===== src/rtl/keypad_keys.sv =====
// keypad_keys: consumer side of the keypad scanner.
// Remaps the physical 4x4 matrix snapshot onto CHIP-8 key indices and
// debounces every key independently. Serves EX9E/EXA1 through a
// combinational lookup and FX0A through a req/ack wait handshake.
module keypad_keys #(
    parameter int DEBOUNCE_CYCLES = 16
) (
    input  logic        clk,
    input  logic        reset,
    input  logic [15:0] value,
    output logic [15:0] keys,
    input  logic [3:0]  query_key,
    output logic        query_down,
    input  logic        wait_req,
    output logic        wait_ack,
    output logic [3:0]  wait_key
);

    localparam int CW = $clog2(DEBOUNCE_CYCLES);
    localparam logic [CW-1:0] CNT_LAST = CW'(DEBOUNCE_CYCLES - 1);

    typedef enum logic [1:0] {
        IDLE         = 2'd0,
        WAIT_PRESS   = 2'd1,
        WAIT_RELEASE = 2'd2,
        DONE         = 2'd3
    } state_t;

    // Lowest set bit index, so simultaneous presses resolve to the smallest key.
    function automatic logic [3:0] lowest_index(input logic [15:0] v);
        logic [3:0] idx;
        idx = 4'h0;
        for (int i = 15; i >= 0; i--) begin
            idx = v[i] ? 4'(i) : idx;
        end
        return idx;
    endfunction

    logic [15:0]   raw_s;
    logic [15:0]   keys_r;
    logic [15:0]   keys_q_r;
    logic [15:0]   pressed_edge_s;
    logic [CW-1:0] cnt_r [16];
    state_t        state_r;
    state_t        state_next_s;
    logic          wait_ack_r;
    logic          ack_next_s;
    logic [3:0]    wait_key_r;
    logic [3:0]    key_next_s;

    // Physical bit 15-(4*col+row) to CHIP-8 key index, MSB = key F.
    assign raw_s = {value[0],  value[1],  value[2],  value[3],
                    value[4],  value[12], value[5],  value[9],
                    value[13], value[6],  value[10], value[14],
                    value[7],  value[11], value[15], value[8]};

    assign pressed_edge_s = keys_r & ~keys_q_r;

    // Per-key debounce: flip only after DEBOUNCE_CYCLES consecutive differing samples.
    always_ff @(posedge clk) begin
        if (reset) begin
            keys_r <= 16'h0000;
            for (int i = 0; i < 16; i++) begin
                cnt_r[i] <= '0;
            end
        end else begin
            for (int i = 0; i < 16; i++) begin
                if (raw_s[i] == keys_r[i]) begin
                    cnt_r[i] <= '0;
                end else if (cnt_r[i] == CNT_LAST) begin
                    keys_r[i] <= raw_s[i];
                    cnt_r[i]  <= '0;
                end else begin
                    cnt_r[i] <= cnt_r[i] + CW'(1);
                end
            end
        end
    end

    // One-cycle delayed copy of the debounced keys for press-edge detection.
    always_ff @(posedge clk) begin
        if (reset) begin
            keys_q_r <= 16'h0000;
        end else begin
            keys_q_r <= keys_r;
        end
    end

    // FX0A wait FSM state and registered handshake outputs.
    always_ff @(posedge clk) begin
        if (reset) begin
            state_r    <= IDLE;
            wait_ack_r <= 1'b0;
            wait_key_r <= 4'h0;
        end else begin
            state_r    <= state_next_s;
            wait_ack_r <= ack_next_s;
            wait_key_r <= key_next_s;
        end
    end

    // FX0A next-state logic: capture a new press, ack on its release.
    always_comb begin
        state_next_s = state_r;
        ack_next_s   = 1'b0;
        key_next_s   = wait_key_r;
        case (state_r)
            IDLE: begin
                if (wait_req) begin
                    state_next_s = WAIT_PRESS;
                end else begin
                    state_next_s = IDLE;
                end
            end
            WAIT_PRESS: begin
                if (!wait_req) begin
                    state_next_s = IDLE;
                end else if (pressed_edge_s != 16'h0000) begin
                    key_next_s   = lowest_index(pressed_edge_s);
                    state_next_s = WAIT_RELEASE;
                end else begin
                    state_next_s = WAIT_PRESS;
                end
            end
            WAIT_RELEASE: begin
                if (!wait_req) begin
                    state_next_s = IDLE;
                end else if (!keys_r[wait_key_r]) begin
                    ack_next_s   = 1'b1;
                    state_next_s = DONE;
                end else begin
                    state_next_s = WAIT_RELEASE;
                end
            end
            DONE: begin
                if (!wait_req) begin
                    state_next_s = IDLE;
                end else begin
                    state_next_s = DONE;
                end
            end
            default: begin
                state_next_s = IDLE;
            end
        endcase
    end

    assign keys       = keys_r;
    assign query_down = keys_r[query_key];
    assign wait_ack   = wait_ack_r;
    assign wait_key   = wait_key_r;

endmodule


===== config.mk =====
export PLATFORM = sky130hd
export DESIGN_NAME = keypad_keys
export DESIGN_NICKNAME = d
export VERILOG_FILES = /design/src/rtl/keypad_keys.sv
export SDC_FILE = /design/constraint.sdc
export NUM_CORES = 1
export LEC_CHECK = 0
export CORE_ASPECT_RATIO = 0.6
export CORE_MARGIN = 2
export CORE_UTILIZATION = 60
export CTS_BUF_LIST = sky130_fd_sc_hd__clkbuf_16
export DETAILED_ROUTE_END_ITERATION = 10
export MAX_ROUTING_LAYER = met4
export PLACE_DENSITY_LB_ADDON = 0.15
export SYNTH_ARGS = -nofsm -noshare
export SYNTH_HDL_FRONTEND = slang
export SYNTH_SLANG_ARGS = --single-unit

===== constraint.sdc =====
create_clock -name clk -period 4.31 [get_ports clk]
set_input_delay 0.6465 -clock clk [delete_from_list [all_inputs] [get_ports clk]]
set_output_delay 0.6465 -clock clk [all_outputs]
set_load 0.005 [all_outputs]

Figure 1. Supply network (run 1).
Pins as bars on the die edge. Tap cells in grey.
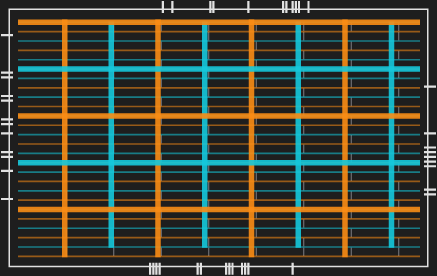
| net | colour |
|---|---|
| VSS | orange |
| VDD | cyan |
met5 straps: 5
met4 straps: 8

Figure 2. Cell classes on the final placement (run 1).
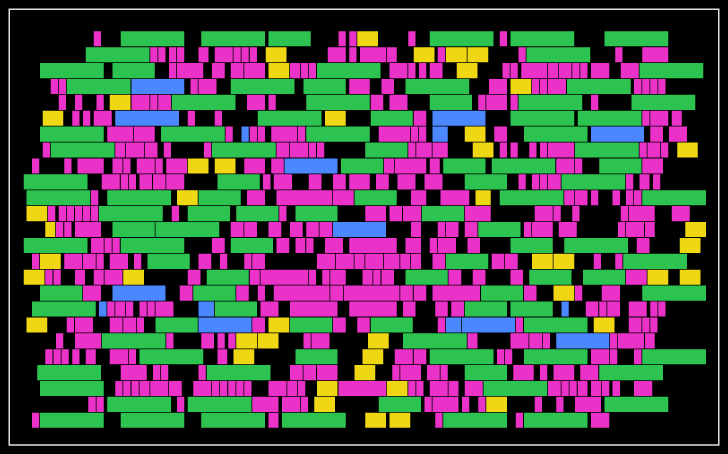
| class | colour | cells |
|---|---|---|
| clock drivers and dummy loads | blue | 16 |
| all other logic | magenta | 390 |
| other buffers and delay cells | yellow | 45 |
| flip-flops | green | 103 |
post-route cell area: 6020 um^2
final core occ: 75.8%

Figure 3. Routed clock nets over the placement (run 1).
Scale bar: 20 um.
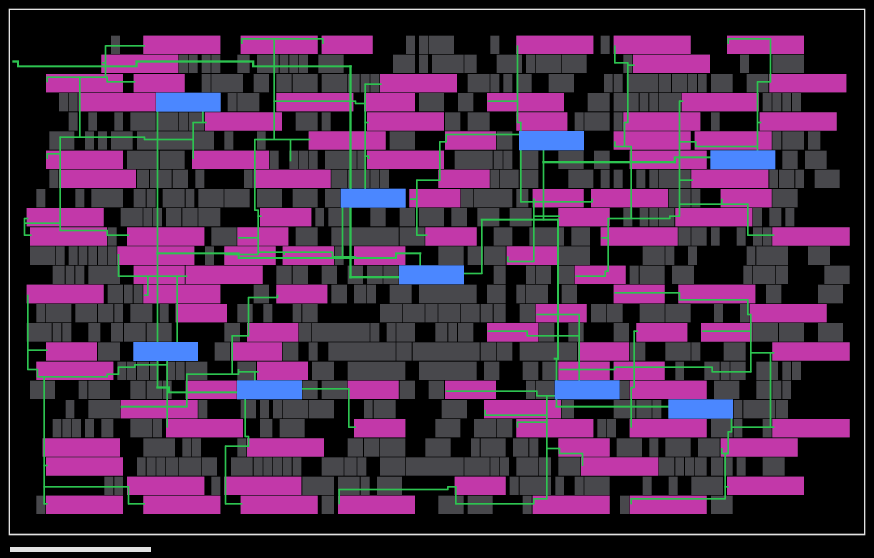
[cells driving clock nets] blue | count: 9
[clock wires] green | length: 1,180 um
[flip-flops] magenta | count: 103
routed clock nets: 10

run 1: metrics by stage:
step | instances | hold WS, ns | total power [mW]
6_report | 662 | 0.455 | 2.06
5_1_grt | 662 | 0.485 | 2.14
4_1_cts | 662 | 0.453 | 2.08
3_5_place_dp | 646 | 0.443 | 1.29
3_3_place_gp | 646 | 0.425 | 1.28
2_1_floorplan | 499 | 0.417 | 1.24
run 1: worst max-delay path, delay by kind of cell:
family / cells / cell delay (ns)
buffers and inverters: 2 / 1.07
multiplexers: 2 / 1.02
run 1: registers in the layout, indices dropped and copies added, names as in the netlist:
name,cells
state_r,2
wait_key,4
cnt_r,64
wait_ack,1
keys,16
keys_q_r,16
==> qor.txt, run 1 <==
Distinct cells, synth -> 38
status -> complete, no violations
crit path from -> query_key[0]
Worst Path Arrival -> 2.73 ns
internal power -> 1.61 mW
f_max -> 296 MHz
Comb pwr share -> 7.3%
# port buffers -> 44
worst-path fanout max -> 4
Chip Area, Yosys -> 4940 um^2
DPL Wire Length -> 6.60 mm
Top Consumer -> registers
Inverters -> 21
YS warnings -> 0
post_cts resized -> 0
area of the mapped netlist -> 4940 um^2
setup ws final -> 0.929 ns
final setup fails -> 0
Reg2Reg Setup Slack -> 2.43 ns
via count -> 3,326
WL met3 -> 543 um
area fraction in mux cells -> 7.57%
Tapcells -> 108
Slew @ Worst Pin -> 0.648 ns
sequential cell area share -> 44.9%
Worst setup endpoint -> query_down
largest net degree at the start of global routing -> 39
adder share -> 4.05%
Routed WL per cell -> 13.5 um
Mean Syn Cell Area -> 11.3 um^2
initial antenna violation count -> 0
Worst Setup Start Kind -> input port
Worst VDD drop -> 214 uV
CTS Hold Buffers Added -> 0
ys flops -> 103
Main synth FF type -> edfxtp_1
Comb power -> 151 uW
core area -> 7950 um^2
routed length on met2 -> 4.19 mm
RePlAce Congestion -> 0.903
Critical Path Slowest Stage Cell -> clkdlybuf4s50_1
Clock Network Area Fraction -> 4.80%
WP data required -> 3.66 ns
site row count -> 25
NetSw -> 454 uW
Comb area share -> 39.4%
Largest cell class -> flip-flops and latches
cell leakage power -> 2.41 nW
met2 usage -> 36.5%
Register Area -> 2700 um^2
Hold Crit Depth -> 1
ys cells -> 436
htree depth -> 3
met1 WL -> 4.07 mm
layout cells sized above 1 -> 4.87%
vias in the first global route -> 3,289
highest routed layer -> met4
Async S/R FF share, synth -> 0%
Clk pwr share -> 38.3%
maximum clock insertion buffer count -> 2
most used routing layer in global routing -> met2
Die Ht -> 74.3 um
Figure 4. Congestion heat map (run 1).
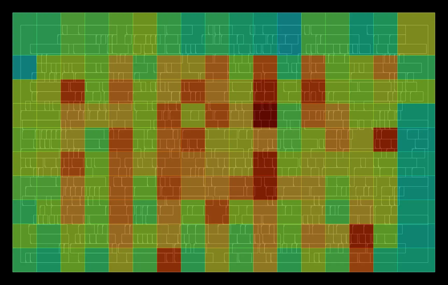

==> inputs of run 2 (changes only) <==
--- a/config.mk
+++ b/config.mk
@@ -7,7 +7,7 @@
 export LEC_CHECK = 0
 export CORE_ASPECT_RATIO = 0.6
 export CORE_MARGIN = 2
-export CORE_UTILIZATION = 60
+export CORE_UTILIZATION = 52
 export CTS_BUF_LIST = sky130_fd_sc_hd__clkbuf_16
 export DETAILED_ROUTE_END_ITERATION = 10
 export MAX_ROUTING_LAYER = met4
==> constraint.sdc (replaced) <==
create_clock -name clk -period 3.1 [get_ports clk]
set_input_delay 0.465 -clock clk [delete_from_list [all_inputs] [get_ports clk]]
set_output_delay 0.465 -clock clk [all_outputs]
set_load 0.005 [all_outputs]
Figure 5. Congestion heat map (run 2).
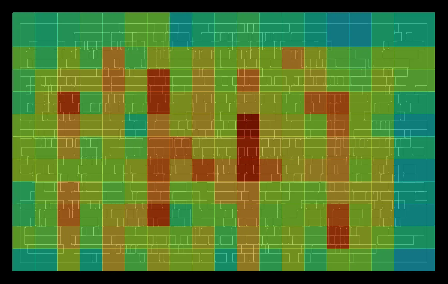
Tot GR Track Use: 19.4%
met2 usage: 30.3%
Routed WL per cell: 13.0 um

Figure 6. Metal layers overlaid (run 2).
Scale bar: 50 um.
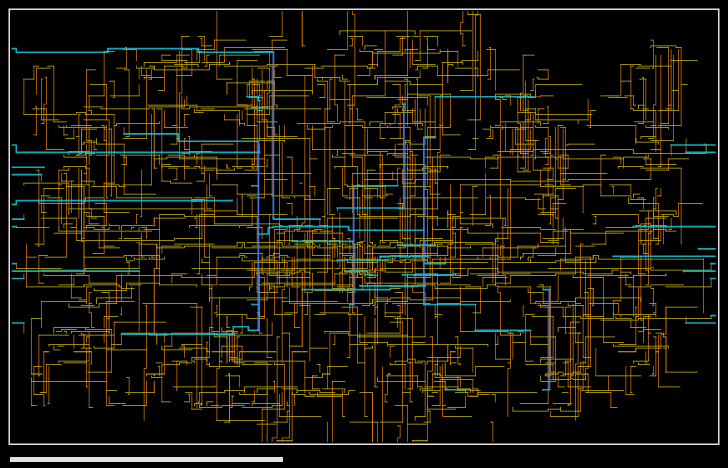
| layer | colour | wire length |
|---|---|---|
| met1 | yellow | 4,220 um |
| met4 | blue | 155 um |
| met2 | orange | 4,070 um |
| met3 | cyan | 495 um |

==> run 2 against run 1 <==
  * Wire length rose by 0.26%
  * Flip-flop count unchanged
  * Via count decreased by 0.18%
==> qor.txt, run 2 <==
status -> complete, no violations
crit path cell chain -> clkdlybuf4s50_1 -> mux4_2 -> mux4_2 -> clkdlybuf4s50_1
multi-input gates -> 369
Critical Path End Type -> primary output
Main synth FF type -> edfxtp_1
final core occ -> 65.7%
Final Power -> 2.76 mW
Distinct cells, synth -> 38
Worst-path clk slew -> 0.07 ns
synthesized instance count -> 436
cell family contributing the most delay on the critical path -> buffers and inverters
post-route cell area -> 6030 um^2
Clk pwr share -> 35.9%
first-pass GRT wire length -> 14.8 mm
Top cell excl fill/tap -> nor2_1
internal power -> 2.15 mW
highest routed layer -> met4
Seq. pwr -> 1.56 mW
met3 Use GR -> 6.70%
Clk power -> 992 uW
Finished Layout Cells -> 686
Register Area -> 2700 um^2
ys flops -> 103
ys cells -> 436
Worst path max stage delay -> 0.55 ns
WL met3 -> 495 um
placed cell area -> 5770 um^2
vias in the first global route -> 3,218
Chip Area, Yosys -> 4940 um^2
fin crit share -> 88.4%
Worst VDD drop -> 302 uV
Clock Sinks -> 103
clk root buf -> clkbuf_16
gr ovfl total -> 0
htree depth -> 3
NetSw -> 613 uW
routed length on met2 -> 4.07 mm
cell leakage power -> 2.43 nW
Comb pwr share -> 7.6%
Die Ht -> 79.5 um
via/cell ratio -> 4.84
most used routing layer in global routing -> met2
Synth area leader -> edfxtp_1
OpenROAD warning count -> 26
Worst Setup Start Kind -> input port
Top Consumer -> registers
Die W -> 130 um
1st-pass router iterations -> 4
setup ws final -> 0.360 ns
f_max -> 365 MHz
Area leader share -> 38.9%
cell with the most instances after synthesis -> nor2_1
YS warnings -> 0
PD cells -> 458 nW/um^2
Signal buffers -> 47
Inverters -> 21
Critical Path Slowest Stage Cell -> clkdlybuf4s50_1
via count -> 3,320
CTS tree -> built
WP data required -> 2.63 ns
Mean Syn Cell Area -> 11.3 um^2
fraction of power consumed by sequential logic -> 56.5%
# port buffers -> 44
Post-Route Setup TNS -> 0 ns
register with the most flip-flops -> cnt_r
Fillers -> 731
Routed Antenna Nets -> 0
Worst Path Arrival -> 2.27 ns
DRT Wirelength -> 8.94 mm
Setup WS pre-CTS -> 0.0589 ns
Tapcells -> 130
Num CTS Buffers -> 9
Initial DRC Count -> 174
logic area -> 2370 um^2
post-CTS setup buffer count -> 0
largest net degree at the start of global routing -> 29
die area -> 10,300 um^2
final critical-path required period -> 2.74 ns
register share after synthesis -> 54.7%
area of the mapped netlist -> 4940 um^2
layout cells sized above 1 -> 4.86%
skew final -> 0.00723 ns
final hold vios -> 0
RSZ-0062 raised after global routing -> no
Largest cell class -> flip-flops and latches
CP bufs+invs -> 2
most frequent cells in the layout -> nor2_1 (93), edfxtp_1 (64), conb_1 (64)
I/O pins -> 45
met1 WL -> 4.22 mm
Final Max Tran Viols -> 0
initial antenna violation count -> 0
Residual DRC -> 0
Comb power -> 210 uW
Comb area share -> 39.3%
met1 usage -> 23.9%
WHS -> 0.450 ns
final setup fails -> 0
worst-path fanout max -> 4
Inserted Diodes -> 0
Crit Path Class -> input port to primary output
Nets -> 590
RePlAce Congestion -> 0.818
Async S/R FF share, synth -> 0%
Hold WC Path Type -> flop to flop
CTS Hold Buffers Added -> 0
Clock Buffer Count -> 9
max-cap violations -> 0
max reg flops -> 64
Init Core Util -> 53.8%
area grow syn2layout -> 22.1%
Post-synth area hogs -> edfxtp_1 (39%), dfxtp_1 (16%), nor2_1 (7.1%)
FFs & Latches -> 103
maximum clock insertion buffer count -> 2
placed cells -> 670
Clk Latency, worst-skew pair -> 0.34 ns
Signal buf overhead -> 7.63%
Clock Network Area Fraction -> 4.25%
DPL Wire Length -> 6.71 mm
sequential cell area share -> 44.8%
Figure 7. Cell classes on the final placement (run 2).
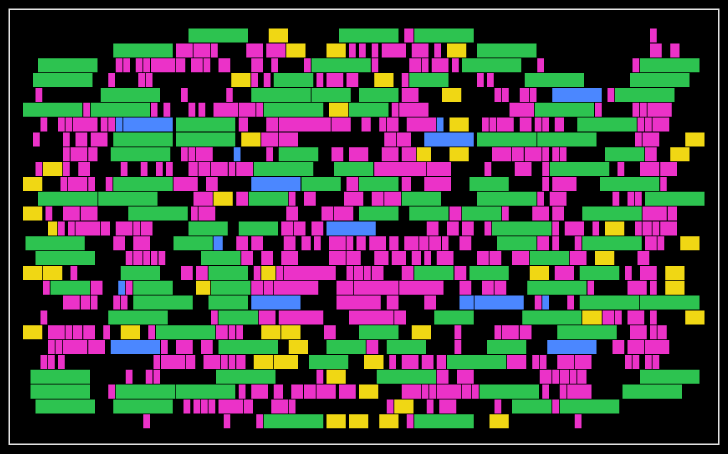
site row count: 27
core area: 9190 um^2

run 2: final timing paths:
| path | from | to | slack, ns | depth (start not counted) |
|---|---|---|---|---|
| max | query_key[1] | query_down | 0.36 | 4 |
| min | state_r[0] | wait_ack | 0.45 | 1 |
| max reg2reg | keys[5] | wait_key[2] | 1.20 | 5 |
| min reg2reg | state_r[0] | wait_ack | 0.45 | 1 |
run 2: cells by family after synthesis:
kind of cell | synth area share [%]
other | 0.0759
buffers and inverters | 2.05
adder cells (fa/ha/maj) | 4.05
multiplexers | 7.57
XOR/XNOR | 8.51
flip-flops | 54.7
AND/OR/NAND/NOR | 19.5
AND-OR/OR-AND | 3.55
run 2: timing repair:
action,CTS,global route
gates resized,0,1
endpoints found under the hold margin,0,0
endpoints found under the setup margin,0,1
No activity file was given, so power comes from the tool's default toggle rates.
